==> src/rtl/alu_req_arbiter_pkg.sv <==
// Shared definitions for the two-requester ALU arbiter slice.
// Holds ALU select encodings, the controller state type and default widths.
package alu_req_arbiter_pkg;

  localparam int unsigned DATA_W_DEFAULT = 8;
  localparam int unsigned OP_W_DEFAULT   = 2;
  localparam int unsigned CNT_W_DEFAULT  = 8;

  localparam logic [1:0] ALU_ADD = 2'b00;
  localparam logic [1:0] ALU_SUB = 2'b01;
  localparam logic [1:0] ALU_AND = 2'b10;
  localparam logic [1:0] ALU_OR  = 2'b11;

  typedef enum logic [1:0] {
    IDLE = 2'd0,
    EXEC = 2'd1,
    RESP = 2'd2
  } state_t;

endpackage

==> src/rtl/alu_req_arbiter_if.sv <==
// Bus bundle for alu_req_arbiter: requester handshakes, response channel,
// ALU operand/result wires and status.
//   slave  : the arbiter side (drives req_ready, rsp_*, alu_a/b/sel, busy, op_count)
//   master : the environment side (clients + ALU datapath)
// Requester i occupies bits [W*i +: W] of the packed req_a/req_b/req_op buses.
interface alu_req_arbiter_if #(
  parameter int unsigned DATA_W = 8,
  parameter int unsigned OP_W   = 2,
  parameter int unsigned CNT_W  = 8
);

  logic [1:0]          req_valid;
  logic [1:0]          req_ready;
  logic [2*DATA_W-1:0] req_a;
  logic [2*DATA_W-1:0] req_b;
  logic [2*OP_W-1:0]   req_op;
  logic [1:0]          rsp_valid;
  logic [1:0]          rsp_ready;
  logic [DATA_W-1:0]   rsp_data;
  logic                rsp_cout;
  logic [DATA_W-1:0]   alu_a;
  logic [DATA_W-1:0]   alu_b;
  logic [OP_W-1:0]     alu_sel;
  logic [DATA_W-1:0]   alu_result;
  logic                alu_cout;
  logic                busy;
  logic [CNT_W-1:0]    op_count;

  modport slave (
    input  req_valid, req_a, req_b, req_op, rsp_ready, alu_result, alu_cout,
    output req_ready, rsp_valid, rsp_data, rsp_cout, alu_a, alu_b, alu_sel,
           busy, op_count
  );

  modport master (
    output req_valid, req_a, req_b, req_op, rsp_ready, alu_result, alu_cout,
    input  req_ready, rsp_valid, rsp_data, rsp_cout, alu_a, alu_b, alu_sel,
           busy, op_count
  );

endinterface

==> src/rtl/alu_req_arbiter_rr_arbiter_2.sv <==
// Two-way round-robin grant, purely combinational.
//   req_valid   : request bits (bit i = requester i)
//   last_grant  : requester granted most recently
//   grant_valid : at least one request present
//   grant_idx   : granted requester; on a tie the one that did not win last
module rr_arbiter_2 (
  input  logic [1:0] req_valid,
  input  logic       last_grant,
  output logic       grant_valid,
  output logic       grant_idx
);

  always_comb begin
    grant_valid = |req_valid;
    grant_idx   = 1'b0;
    case (req_valid)
      2'b01:   grant_idx = 1'b0;
      2'b10:   grant_idx = 1'b1;
      2'b11:   grant_idx = ~last_grant;
      default: grant_idx = 1'b0;
    endcase
  end

endmodule

==> src/rtl/alu_req_arbiter.sv <==
// Controller sharing one external ALU between two requesters.
//   clk, rst : rising-edge clock, asynchronous active-high reset
//   bus      : alu_req_arbiter_if.slave
//     req_valid/req_ready/req_a/req_b/req_op : per-requester request handshake
//     rsp_valid/rsp_ready/rsp_data/rsp_cout  : held response to the owner
//     alu_a/alu_b/alu_sel -> ALU, alu_result/alu_cout <- ALU
//     busy (state != IDLE), op_count (completed responses, wrapping)
// Flow: IDLE grants and registers operands, EXEC captures the ALU output,
// RESP holds it until the owner accepts.
module alu_req_arbiter
  import alu_req_arbiter_pkg::*;
#(
  parameter int unsigned DATA_W = DATA_W_DEFAULT,
  parameter int unsigned OP_W   = OP_W_DEFAULT,
  parameter int unsigned CNT_W  = CNT_W_DEFAULT
) (
  input logic             clk,
  input logic             rst,
  alu_req_arbiter_if.slave bus
);

  state_t            state, state_d;
  logic              last_grant;
  logic              owner;
  logic              gnt_valid;
  logic              gnt_idx;
  logic              accept;
  logic              done;
  logic [1:0]        req_ready_c;
  logic [1:0]        rsp_valid_c;
  logic [DATA_W-1:0] alu_a_q, alu_b_q, rsp_data_q;
  logic [OP_W-1:0]   alu_sel_q;
  logic              rsp_cout_q;
  logic              busy_q;
  logic [CNT_W-1:0]  op_count_q;

  rr_arbiter_2 u_rr (
    .req_valid   (bus.req_valid),
    .last_grant  (last_grant),
    .grant_valid (gnt_valid),
    .grant_idx   (gnt_idx)
  );

  always_comb begin
    state_d     = state;
    req_ready_c = '0;
    rsp_valid_c = '0;
    accept      = 1'b0;
    done        = 1'b0;
    case (state)
      IDLE: begin
        // rst gate keeps req_ready low while reset is held with requests pending
        if (gnt_valid && !rst) begin
          req_ready_c[gnt_idx] = 1'b1;
          accept               = 1'b1;
          state_d              = EXEC;
        end
      end
      EXEC: state_d = RESP;
      RESP: begin
        rsp_valid_c[owner] = 1'b1;
        if (bus.rsp_ready[owner]) begin
          done    = 1'b1;
          state_d = IDLE;
        end
      end
      default: state_d = IDLE;
    endcase
  end

  always_ff @(posedge clk or posedge rst) begin
    if (rst) begin
      state      <= IDLE;
      last_grant <= 1'b1;
      owner      <= 1'b0;
      alu_a_q    <= '0;
      alu_b_q    <= '0;
      alu_sel_q  <= '0;
      rsp_data_q <= '0;
      rsp_cout_q <= 1'b0;
      busy_q     <= 1'b0;
      op_count_q <= '0;
    end else begin
      state  <= state_d;
      // registered from next state so busy lines up with the state register
      busy_q <= (state_d != IDLE);
      if (accept) begin
        owner      <= gnt_idx;
        last_grant <= gnt_idx;
        alu_a_q    <= gnt_idx ? bus.req_a[2*DATA_W-1:DATA_W] : bus.req_a[DATA_W-1:0];
        alu_b_q    <= gnt_idx ? bus.req_b[2*DATA_W-1:DATA_W] : bus.req_b[DATA_W-1:0];
        alu_sel_q  <= gnt_idx ? bus.req_op[2*OP_W-1:OP_W]    : bus.req_op[OP_W-1:0];
      end
      if (state == EXEC) begin
        rsp_data_q <= bus.alu_result;
        rsp_cout_q <= bus.alu_cout;
      end
      if (done) begin
        op_count_q <= op_count_q + 1'b1;
      end
    end
  end

  assign bus.req_ready = req_ready_c;
  assign bus.rsp_valid = rsp_valid_c;
  assign bus.rsp_data  = rsp_data_q;
  assign bus.rsp_cout  = rsp_cout_q;
  assign bus.alu_a     = alu_a_q;
  assign bus.alu_b     = alu_b_q;
  assign bus.alu_sel   = alu_sel_q;
  assign bus.busy      = busy_q;
  assign bus.op_count  = op_count_q;

endmodule

==> src/flat_wrapper.sv <==
// flat-port wrapper written by rule: the top's interface ports become plain ports
module alu_req_arbiter_flat import alu_req_arbiter_pkg::*;
#(
  parameter int unsigned DATA_W = DATA_W_DEFAULT,
  parameter int unsigned OP_W   = OP_W_DEFAULT,
  parameter int unsigned CNT_W  = CNT_W_DEFAULT
)
  (clk, rst, bus_req_valid, bus_req_a, bus_req_b, bus_req_op, bus_rsp_ready, bus_alu_result, bus_alu_cout, bus_req_ready, bus_rsp_valid, bus_rsp_data, bus_rsp_cout, bus_alu_a, bus_alu_b, bus_alu_sel, bus_busy, bus_op_count);
  alu_req_arbiter_if #(.DATA_W(DATA_W), .OP_W(OP_W), .CNT_W(CNT_W)) bus_i ();
  input logic clk;
  input logic rst;
  input wire logic [$bits(bus_i.req_valid)-1:0] bus_req_valid;
  input wire logic [$bits(bus_i.req_a)-1:0] bus_req_a;
  input wire logic [$bits(bus_i.req_b)-1:0] bus_req_b;
  input wire logic [$bits(bus_i.req_op)-1:0] bus_req_op;
  input wire logic [$bits(bus_i.rsp_ready)-1:0] bus_rsp_ready;
  input wire logic [$bits(bus_i.alu_result)-1:0] bus_alu_result;
  input wire logic [$bits(bus_i.alu_cout)-1:0] bus_alu_cout;
  output wire logic [$bits(bus_i.req_ready)-1:0] bus_req_ready;
  output wire logic [$bits(bus_i.rsp_valid)-1:0] bus_rsp_valid;
  output wire logic [$bits(bus_i.rsp_data)-1:0] bus_rsp_data;
  output wire logic [$bits(bus_i.rsp_cout)-1:0] bus_rsp_cout;
  output wire logic [$bits(bus_i.alu_a)-1:0] bus_alu_a;
  output wire logic [$bits(bus_i.alu_b)-1:0] bus_alu_b;
  output wire logic [$bits(bus_i.alu_sel)-1:0] bus_alu_sel;
  output wire logic [$bits(bus_i.busy)-1:0] bus_busy;
  output wire logic [$bits(bus_i.op_count)-1:0] bus_op_count;
  assign bus_i.req_valid = bus_req_valid;
  assign bus_i.req_a = bus_req_a;
  assign bus_i.req_b = bus_req_b;
  assign bus_i.req_op = bus_req_op;
  assign bus_i.rsp_ready = bus_rsp_ready;
  assign bus_i.alu_result = bus_alu_result;
  assign bus_i.alu_cout = bus_alu_cout;
  assign bus_req_ready = bus_i.req_ready;
  assign bus_rsp_valid = bus_i.rsp_valid;
  assign bus_rsp_data = bus_i.rsp_data;
  assign bus_rsp_cout = bus_i.rsp_cout;
  assign bus_alu_a = bus_i.alu_a;
  assign bus_alu_b = bus_i.alu_b;
  assign bus_alu_sel = bus_i.alu_sel;
  assign bus_busy = bus_i.busy;
  assign bus_op_count = bus_i.op_count;
  alu_req_arbiter #(.DATA_W(DATA_W), .OP_W(OP_W), .CNT_W(CNT_W)) u_core (.clk(clk), .rst(rst), .bus(bus_i));
endmodule
==> config.mk <==
export PLATFORM = sky130hd
export DESIGN_NAME = alu_req_arbiter_flat
export DESIGN_NICKNAME = d
export VERILOG_FILES = /design/src/rtl/alu_req_arbiter_pkg.sv /design/src/rtl/alu_req_arbiter_if.sv /design/src/rtl/alu_req_arbiter_rr_arbiter_2.sv /design/src/rtl/alu_req_arbiter.sv /design/src/flat_wrapper.sv
export SDC_FILE = /design/constraint.sdc
export NUM_CORES = 1
export LEC_CHECK = 0
export CAP_MARGIN = 25
export CORE_ASPECT_RATIO = 1.4
export CORE_MARGIN = 3
export CORE_UTILIZATION = 23
export DETAILED_ROUTE_END_ITERATION = 12
export PLACE_DENSITY = 0.6
export SYNTH_ARGS = -nofsm -noshare
export SYNTH_HDL_FRONTEND = slang
export SYNTH_HIERARCHICAL = 1
export SYNTH_SLANG_ARGS = --single-unit
==> constraint.sdc <==
create_clock -name clk -period 3.05 [get_ports clk]
set_clock_uncertainty 0.2 [all_clocks]
set_input_delay 0.305 -clock clk [delete_from_list [all_inputs] [get_ports clk]]
set_output_delay 0.305 -clock clk [all_outputs]
set_load 0.1 [all_outputs]
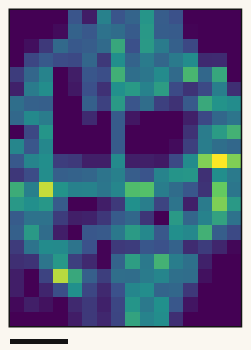
Figure 1: wire density map.
Scale bar: 20 um. 16 x 22 tiles, from dark purple (low) to yellow (high), scaled to the fullest tile. Values are wire area over tile area, all layers added.
- mean over tiles: 0.082
- tiles over half the peak: 12%
- nearly empty tiles: 22%
- fullest tile: 0.31
- densest ninth of the die: middle right

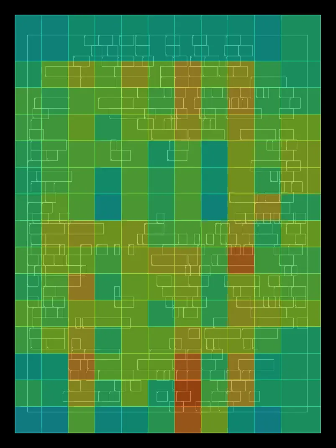
Figure 2: routing congestion.
final design utilization: 0.3880
GR peak layer: met2
GR Util met1: 0.1136

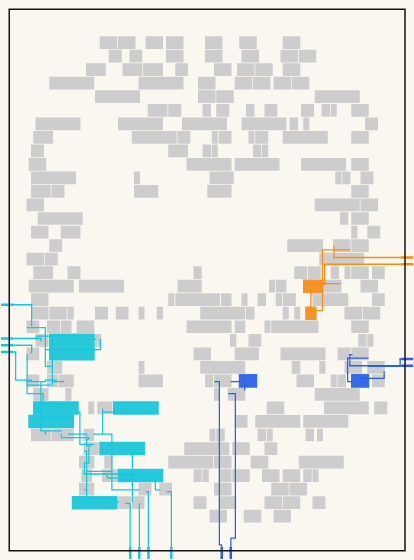
Figure 3: nets reached from selected ports.
- cyan: bus_op_count (direction output; edge 4 left, 4 bottom; end cells 8; buffers 8; wire 301 um)
- orange: bus_req_valid (direction input; edge right; end cells 2; buffers 2; wire 70.5 um)
- blue: bus_req_op (direction input; edge 2 right, 2 bottom; end cells 2; buffers 4; wire 110 um)

==> impl.org <==
#+TITLE: Flow metrics

** Cells and area
- The top cell type in the final layout, fill and taps aside, is sky130_fd_sc_hd__clkdlybuf4s50_1.
- Number of multi-input logic gates :: 99
- In the final layout, the share of cells above drive strength 1 is 0.2694.
- The area taken by multi-input combinational cells is reported as 679.4 sq um.
- After layout, the buffer instance count without clock buffers stands at 94.
- Counting the inverters off the clock network in the layout gives 4.
- The finished layout holds 340 standard cells, fillers aside.
- The fraction of final cell area spent on clock buffers and inverters in this run is 0.03262.
- Among all cell classes, the greatest summed area belongs to registers.
- ANT cells :: 0
- The layout report gives the multi-input gate share of total cell area as 0.2460.

** Global route
- The initial antenna violation count was 0.
- For this run, the total global-route usage over all layers was measured as 0.1041.

** Clock tree
- The tree is rooted in a sky130_fd_sc_hd__clkbuf_8.
- The number of gates resized after CTS was 0.
- According to the CTS report, the clock sink count is 40.
- Insertion delay of the later-clocked pin in the worst-skew pair :: 290 ps
- On the reported timing paths, the clock transition at the registers reads 80 ps.

** Critical path
- Setup CP Type :: input pin to output port
- Critical R2R Capture :: u_core/bus.alu_a[2]
- Worst path arrival time :: 1540 ps
- In this run the worst setup path begins at bus_req_valid[1].
- Setup slack on the worst reg-to-reg path comes out at 1460 ps.
- Depth of the worst register-to-register path :: 6
- The critical path endpoint has a required time of 2540 ps.
- Endpoint of the worst setup timing path :: bus_req_ready[1]

** Final timing
- The final layout reports a setup TNS of 0 ps.
- The worst-case max-slew headroom was logged as 0.6365.
- Transition time at the pin with the least slew margin :: 545.2 ps
- Number of hold violations in the final report :: 0

** Logic synthesis
- The cell-mix breakdown from Yosys lists the simple-gate area share as 0.1122.
- Ranked by total cell area, the synthesized netlist is headed by sky130_fd_sc_hd__dfrtp_1, sky130_fd_sc_hd__mux2i_1, sky130_fd_sc_hd__mux2_2, sky130_fd_sc_hd__a21oi_1, sky130_fd_sc_hd__nor2_1.
- Yosys stat counts 150 cells in the synthesized netlist.
- Number of synthesized register bits :: 40
- Adder and majority cell fraction of the synthesized area :: 0.007241
- Area share of xor/xnor cells in the synthesized design :: 0.03548
- Share of flip-flops with an asynchronous set or reset :: 1.000
- Area reported by Yosys stat :: 0.001728 sq mm
- Cells after Synth :: 150
- Distinct cell type count of the synthesized netlist :: 23
- Before any placement, the netlist area is recorded as 0.001728 sq mm.
- Counting flops with a built-in enable in the synthesized netlist gives 0.

** Placed design
- After detailed placement, the design holds a cell count of 332.
- The placed instances occupy a cell area of 0.002671 sq mm.
- Pre-CTS WS :: 997.5 ps

** Run
- Total of max-cap violations :: 0

** Outcome
- The flow ran to the end, and the final reports show no timing, DRC or antenna violations.

** Detailed routing
- TritonRoute output was used to compute an average wire per cell of 13.07 um.
- Per the detail_route report, vias per standard cell equal 4.150.
- Count of unresolved DRC violations after routing :: 0
- The pre-antenna-repair detailed-routing pass consisted of 4 iterations.
- The count of nets left with antenna violations once routing finished came out at 0.

** Floorplan
- Tap cells :: 95
- According to the I/O placement log, the pin count is 91.
- In this run the standard cell core region covers 0.007117 sq mm.

** Min path
- The most critical min-delay path falls under input pin to async pin.
-- routing by layer --
metal  vias to the layer above  wire length (um)
met3                         4               273
met5                         -                 0
met1                       663              1728
met2                        51              2387
met4                         0                54
li1                        693                 -
-- critical path, cell delays in order --
cell and delay [ps]:
sky130_fd_sc_hd__clkdlybuf4s50_1 470, sky130_fd_sc_hd__a21boi_2 170, sky130_fd_sc_hd__buf_4 210, sky130_fd_sc_hd__nand2_1 100, sky130_fd_sc_hd__inv_1 110, sky130_fd_sc_hd__buf_12 180
-- sequential cells by signal, summed over array words and instances, names as in the netlist --
register and cells:
u_core/bus.rsp_cout 1, u_core/bus.busy 1, u_core/bus.alu_sel 2, u_core/state 2, u_core/bus.rsp_data 8, u_core/bus.alu_b 8
u_core/owner 1, u_core/bus.alu_a 8, u_core/last_grant 1, u_core/bus.op_count 8
